<file path="src/rtl/vga_timing_decoder.sv">
// Recovers pixel coordinates and line/frame lengths from active-low h/v sync plus RGB, and locks to the configured mode.
// Latency: one pixel clock from sampled inputs to every output; all outputs for a sample are mutually aligned.
// Backpressure: none, because the video stream is free-running; loss of timing shows up as a timing_error pulse and locked falling.
module vga_timing_decoder #(
    parameter int H_ACTIVE    = 640,
    parameter int H_SYNC      = 96,
    parameter int H_BACK      = 48,
    parameter int H_TOTAL     = 800,
    parameter int V_ACTIVE    = 480,
    parameter int V_SYNC      = 2,
    parameter int V_BACK      = 33,
    parameter int V_TOTAL     = 525,
    parameter int LOCK_FRAMES = 2
) (
    input  logic        clk,
    input  logic        reset,
    input  logic        h_sync,
    input  logic        v_sync,
    input  logic [7:0]  red,
    input  logic [7:0]  green,
    input  logic [7:0]  blue,
    output logic [10:0] pixel_x,
    output logic [10:0] pixel_y,
    output logic        pixel_valid,
    output logic [7:0]  pixel_red,
    output logic [7:0]  pixel_green,
    output logic [7:0]  pixel_blue,
    output logic        line_start,
    output logic        frame_start,
    output logic        locked,
    output logic        timing_error,
    output logic [10:0] h_total_meas,
    output logic [10:0] v_total_meas
);

    localparam int H_FIRST = H_SYNC + H_BACK;
    localparam int H_LAST  = H_FIRST + H_ACTIVE - 1;
    localparam int V_FIRST = V_SYNC + V_BACK;
    localparam int V_LAST  = V_FIRST + V_ACTIVE - 1;
    localparam logic [10:0] POS_MAX = 11'd2047;

    typedef enum logic {
        SEARCH = 1'b0,
        LOCKED = 1'b1
    } state_t;

    state_t      state, state_nxt;
    logic [2:0]  good_cnt, good_cnt_nxt;
    logic        lose;

    logic        h_sync_q, v_sync_q;
    logic [10:0] h_pos, v_line;
    logic        h_seen, v_seen, v_pending, frame_bad;

    logic        h_fall, v_fall, frame_evt;
    logic [10:0] h_nxt, v_nxt;
    logic [11:0] h_len, v_len;
    logic        h_sat, v_sat;
    logic        line_meas, bad_line, frame_meas, frame_good, in_win;

    // Edge detection, next counter values (index of the sample at this edge) and line/frame quality.
    always_comb begin
        h_fall     = ~h_sync & h_sync_q;
        v_fall     = ~v_sync & v_sync_q;
        frame_evt  = h_fall & (v_pending | v_fall);

        h_nxt = h_pos;
        if (h_fall)
            h_nxt = 11'd0;
        else if (h_pos != POS_MAX)
            h_nxt = h_pos + 11'd1;

        v_nxt = v_line;
        if (frame_evt)
            v_nxt = 11'd0;
        else if (h_fall && (v_line != POS_MAX))
            v_nxt = v_line + 11'd1;

        h_len      = {1'b0, h_pos} + 12'd1;
        v_len      = {1'b0, v_line} + 12'd1;
        h_sat      = (h_nxt == POS_MAX);
        v_sat      = (v_nxt == POS_MAX);
        line_meas  = h_fall & h_seen;
        bad_line   = line_meas & (h_len != 12'(H_TOTAL));
        frame_meas = frame_evt & v_seen;
        // The line closing at this h fall belongs to the frame being judged.
        frame_good = (v_len == 12'(V_TOTAL)) & ~frame_bad & ~bad_line;
        in_win     = (h_nxt >= 11'(H_FIRST)) && (h_nxt <= 11'(H_LAST)) &&
                     (v_nxt >= 11'(V_FIRST)) && (v_nxt <= 11'(V_LAST));
    end

    // Lock FSM: count consecutive good frames while searching, drop out on any timing fault.
    always_comb begin
        state_nxt    = state;
        good_cnt_nxt = good_cnt;
        lose         = 1'b0;
        case (state)
            SEARCH: begin
                if (frame_meas) begin
                    if (frame_good) begin
                        if ((good_cnt + 3'd1) == 3'(LOCK_FRAMES)) begin
                            state_nxt    = LOCKED;
                            good_cnt_nxt = 3'd0;
                        end else begin
                            good_cnt_nxt = good_cnt + 3'd1;
                        end
                    end else begin
                        good_cnt_nxt = 3'd0;
                    end
                end
            end
            LOCKED: begin
                if (bad_line || h_sat || v_sat || (frame_meas && !frame_good)) begin
                    state_nxt    = SEARCH;
                    good_cnt_nxt = 3'd0;
                    lose         = 1'b1;
                end
            end
            default: begin
                state_nxt    = SEARCH;
                good_cnt_nxt = 3'd0;
            end
        endcase
    end

    // FSM state and good-frame counter.
    always_ff @(posedge clk) begin
        if (reset) begin
            state    <= SEARCH;
            good_cnt <= 3'd0;
        end else begin
            state    <= state_nxt;
            good_cnt <= good_cnt_nxt;
        end
    end

    // Sync history, position counters and the "seen"/pending bookkeeping; sync resets high so a held-low sync is no edge.
    always_ff @(posedge clk) begin
        if (reset) begin
            h_sync_q  <= 1'b1;
            v_sync_q  <= 1'b1;
            h_pos     <= 11'd0;
            v_line    <= 11'd0;
            h_seen    <= 1'b0;
            v_seen    <= 1'b0;
            v_pending <= 1'b0;
            frame_bad <= 1'b0;
        end else begin
            h_sync_q <= h_sync;
            v_sync_q <= v_sync;
            h_pos    <= h_nxt;
            v_line   <= v_nxt;
            if (h_fall)
                h_seen <= 1'b1;
            else if (h_sat)
                h_seen <= 1'b0;
            if (frame_evt)
                v_seen <= 1'b1;
            if (frame_evt)
                v_pending <= 1'b0;
            else if (v_fall)
                v_pending <= 1'b1;
            // Any fault taints the running frame so it cannot count toward lock.
            if (frame_evt)
                frame_bad <= 1'b0;
            else if (bad_line || h_sat || v_sat)
                frame_bad <= 1'b1;
        end
    end

    // Registered outputs: pixel data, pulses, lock status and measurements.
    always_ff @(posedge clk) begin
        if (reset) begin
            pixel_x      <= 11'd0;
            pixel_y      <= 11'd0;
            pixel_valid  <= 1'b0;
            pixel_red    <= 8'd0;
            pixel_green  <= 8'd0;
            pixel_blue   <= 8'd0;
            line_start   <= 1'b0;
            frame_start  <= 1'b0;
            locked       <= 1'b0;
            timing_error <= 1'b0;
            h_total_meas <= 11'd0;
            v_total_meas <= 11'd0;
        end else begin
            pixel_red    <= red;
            pixel_green  <= green;
            pixel_blue   <= blue;
            pixel_valid  <= in_win && (state_nxt == LOCKED);
            if (in_win) begin
                pixel_x <= h_nxt - 11'(H_FIRST);
                pixel_y <= v_nxt - 11'(V_FIRST);
            end
            line_start   <= h_fall;
            frame_start  <= frame_evt;
            locked       <= (state_nxt == LOCKED);
            timing_error <= lose;
            if (line_meas)
                h_total_meas <= h_len[10:0];
            if (frame_meas)
                v_total_meas <= v_len[10:0];
        end
    end

endmodule

</file>
<file path="config.mk">
export PLATFORM = sky130hd
export DESIGN_NAME = vga_timing_decoder
export DESIGN_NICKNAME = d
export VERILOG_FILES = /design/src/rtl/vga_timing_decoder.sv
export SDC_FILE = /design/constraint.sdc
export NUM_CORES = 1
export LEC_CHECK = 0
export CORE_ASPECT_RATIO = 1.5
export CORE_MARGIN = 4
export CORE_UTILIZATION = 56
export CTS_CLUSTER_DIAMETER = 200
export DETAILED_ROUTE_END_ITERATION = 8
export GPL_ROUTABILITY_DRIVEN = 0
export HOLD_SLACK_MARGIN = 0.08
export PLACE_DENSITY = 0.91
export SLEW_MARGIN = 30
export SYNTH_ARGS = -nofsm -noshare
export SYNTH_HDL_FRONTEND = slang
export SYNTH_SLANG_ARGS = --single-unit
</file>
<file path="constraint.sdc">
create_clock -name clk -period 7.07 [get_ports clk]
set_input_delay 1.414 -clock clk [delete_from_list [all_inputs] [get_ports clk]]
set_output_delay 1.414 -clock clk [all_outputs]
set_load 0.05 [all_outputs]
</file>
Signal wires on met1:
Cells faint in the background.
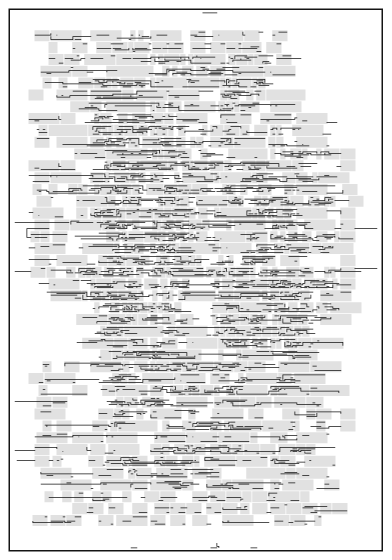
wire length on this layer: 4,690 um
share of all routed wire: 34%
main direction: horizontal
routed via count: 4,715
fraction of met1 tracks used by global routing: 24.75%
total wire length after detailed routing: 13,700 um

Signal wires on met2:
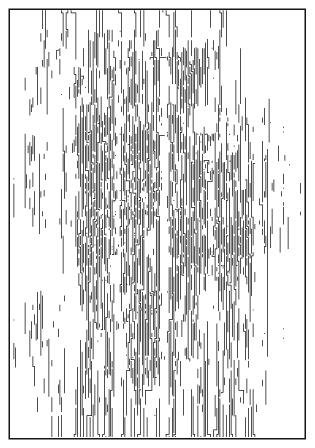
wire length on this layer: 7,250 um
share of all routed wire: 53%
longest straight run: 60.2 um
nets with wire on the layer: 620
routing usage on met2: 46.29%

==> results.txt <==
Flow results.

- The run finished with clean final reports.
- Per the cell usage report, the commonest logic cells after layout are sky130_fd_sc_hd__dfxtp_1 (104), sky130_fd_sc_hd__clkdlybuf4s50_1 (99), sky130_fd_sc_hd__nor2_1 (57).
- For this design the static power due to leakage is 2.291 nW.
- The internal power summed over all cells is between 0.0009 and 0.001 W.
- The core region is 0.008828 mm2.
- The minimum setup slack after placement is 2165 ps.
- The final critical-path share of the clock period is between 60% and 70%.
- On the critical path the largest part of the delay comes from simple AND/OR/NAND/NOR gates.
- In the per-layer breakdown of the detailed-route log, met1 shows around 4700 um.
- STA shows the worst reg2reg path with a cell count of 13.
- The script parses the final routing iteration and logs DRC violations as 0.
- The endpoint arrival time on the critical path is about 5000 ps.
- Post-CTS timing repair inserted 0 buffers for setup.
- Wire segments on met3 add up to about 850 um in the final route.
- The hold buffer count at CTS is 0.
- The placement report lists the number of port buffers as approximately 100.
- The count of standard-cell rows is 42.
- The detailed-route wire length per cell is between 15 and 20 um.
- For this run, the post-layout net count is between 600 and 700.
- The synthesized design devotes to its leading area cell type between 40% and 50% of total area.
- The top routing layer in use is met4.
- The slew check shows that the tightest pin keeps a relative margin of between 40% and 50%.
- Pin placement for this block handled ~100 I/O pins.
- The worst-case register-to-register setup slack is between 2000 and 3000 ps.
- The combinational cell power is ~0.00014 W.
- Entering global routing, the biggest net connects roughly 88 pins.
- The reported net switching power is 0.0003160 W.
- The post-route cell area is 0.006316 mm2.
- STA classifies the critical path startpoint as a primary input.
- The clock drives between 100 and 150 sinks.
- The timing report shows the most common cell along the critical path to be sky130_fd_sc_hd__nor2_1.
- The worst-case hold slack is ~460 ps.
- The number of different library cells used by synthesis comes to approximately 68.
- The number of ordinary and repair buffers in the finished layout is around 100.
- The number of max-cap violations is 0.
- The number of global-route vias before repair is around 4,700.
- Non-clock inverters in the final layout number 17.
- The number of setup violations in the final report is 0.
- Between clock sinks in the finished design, the worst skew comes to about 8.3 ps.
- CTS added clock buffers totalling 9.
- The width of the die is about 86 um.
- The post-cts repair resize count is 0.
- Looking at the power breakdown, combinational cells take roughly 12% of the total.
- In the log, the iteration count for the first detailed-route pass is 5.
- The Yosys chip area is between 0.005 and 0.006 mm2.
- The number of nets produced by synthesis is 613.
- In the placement report, post-DP HPWL is listed as 9926 um.
- The slowest cell on the critical path is sky130_fd_sc_hd__nand2b_1.
- The power dissipated in the clock network is between 0.0004 and 0.0005 W.
- The flip-flop and latch share of the layout cell area is between 30% and 40%.
- The routed via count divided by cell count is between 6 and 7.
- The most frequent cell after synthesis is sky130_fd_sc_hd__dfxtp_1.
- The detailed-routed wire length on met2 is just over 7000 um.
- The hold violation total from the final report is 0.
- The biggest slice of the area belongs to logic gates.
- In the finished layout, the clock tree contains a buffer count of 11.
- The number of multi-input logic gates is 415.
- Per Yosys stat, the portion of area used by sequential elements is approximately 41%.
- The global-route wire length before repair is between 20,000 and 25,000 um.
- The cell count after synthesis came out at between 500 and 600.
- The nature of the critical path endpoint is a register.
- The count of pins over their slew limit is 0.
- Detailed-route iteration 0 reported a violation count of approximately 390.
- The proportion of layout cells with a drive suffix above 1 is roughly 7.3%.
- The die is approximately 120 um tall.
- The clock tree cell share of total cell area is under 10%.
- The post-synth tally of flip-flops with integrated enable is 0.
- Sorting the synthesized cells by how often they occur yields sky130_fd_sc_hd__dfxtp_1 (104), sky130_fd_sc_hd__nor2_1 (57), sky130_fd_sc_hd__nand2_1 (45), sky130_fd_sc_hd__nor2b_1 (32), sky130_fd_sc_hd__a21oi_1 (27).
- The final sequential cell count is 104.
- Global routing consumed, over all layers together, around a quarter of the routing resources.
- The H-tree generated during clock tree synthesis spans 3 levels.
- The flow reports an fmax of about 210 MHz.
- The cell area after technology mapping is a little over 0.005 mm2.
- The tool warning count is 31.
- The CTS clock-pin slew for the worst setup and hold paths is around 70 ps.
- Adding up every negative setup slack in the final design gives 0 ps.
- The largest buffer count on any clock path is 2.
- The fraction of power consumed by sequential logic is 48.8%.
- The count of inserted antenna diode cells is 0.
- The area occupied by multi-input gates is between 0.002 and 0.003 mm2.
- By area the synthesized netlist is led by sky130_fd_sc_hd__dfxtp_1 (41%), sky130_fd_sc_hd__nor2_1 (4.2%), sky130_fd_sc_hd__xnor2_1 (4.0%).
- The critical path buffer and inverter count is 2.
- The synthesized design contains ~100 register bits.
- The total die size is 0.01062 mm2.
- The count of placed standard cells in the final layout, fillers left out is approximately 760.
- The shortest period the worst path allows is 4705 ps.
- The area taken by flip-flops and latches is ~0.0021 mm2.
==> cells by family (layout without fill, tap and decap cells) <==
| logic type | count (synthesis) | after routing | share of synthesized area, % |
|---|---|---|---|
| and+or+nand+nor | 224 | 224 | 23.48 |
| AOI/OAI and AO/OA | 137 | 137 | 19.99 |
| DFF | 104 | 104 | 41.26 |
| buffers and inverters | 56 | 135 | 4.785 |
| xor gates and xnor gates | 34 | 34 | 5.901 |
| adders and majority gates | 10 | 10 | 2.480 |
| muxes | 10 | 10 | 2.108 |
==> metal layers <==
layer	vias up	global-route usage, %
met2	243	46.29
met1	2181	24.75
met5	-	0
met4	0	17.71
met3	88	6.023
li1	2203	-
==> final timing paths <==
kind,endpoint
setup / recovery,pixel_y[7]
hold / removal,frame_bad
setup reg to reg,pixel_y[7]
hold reg to reg,frame_bad
Power and IR drop assume default switching activity.
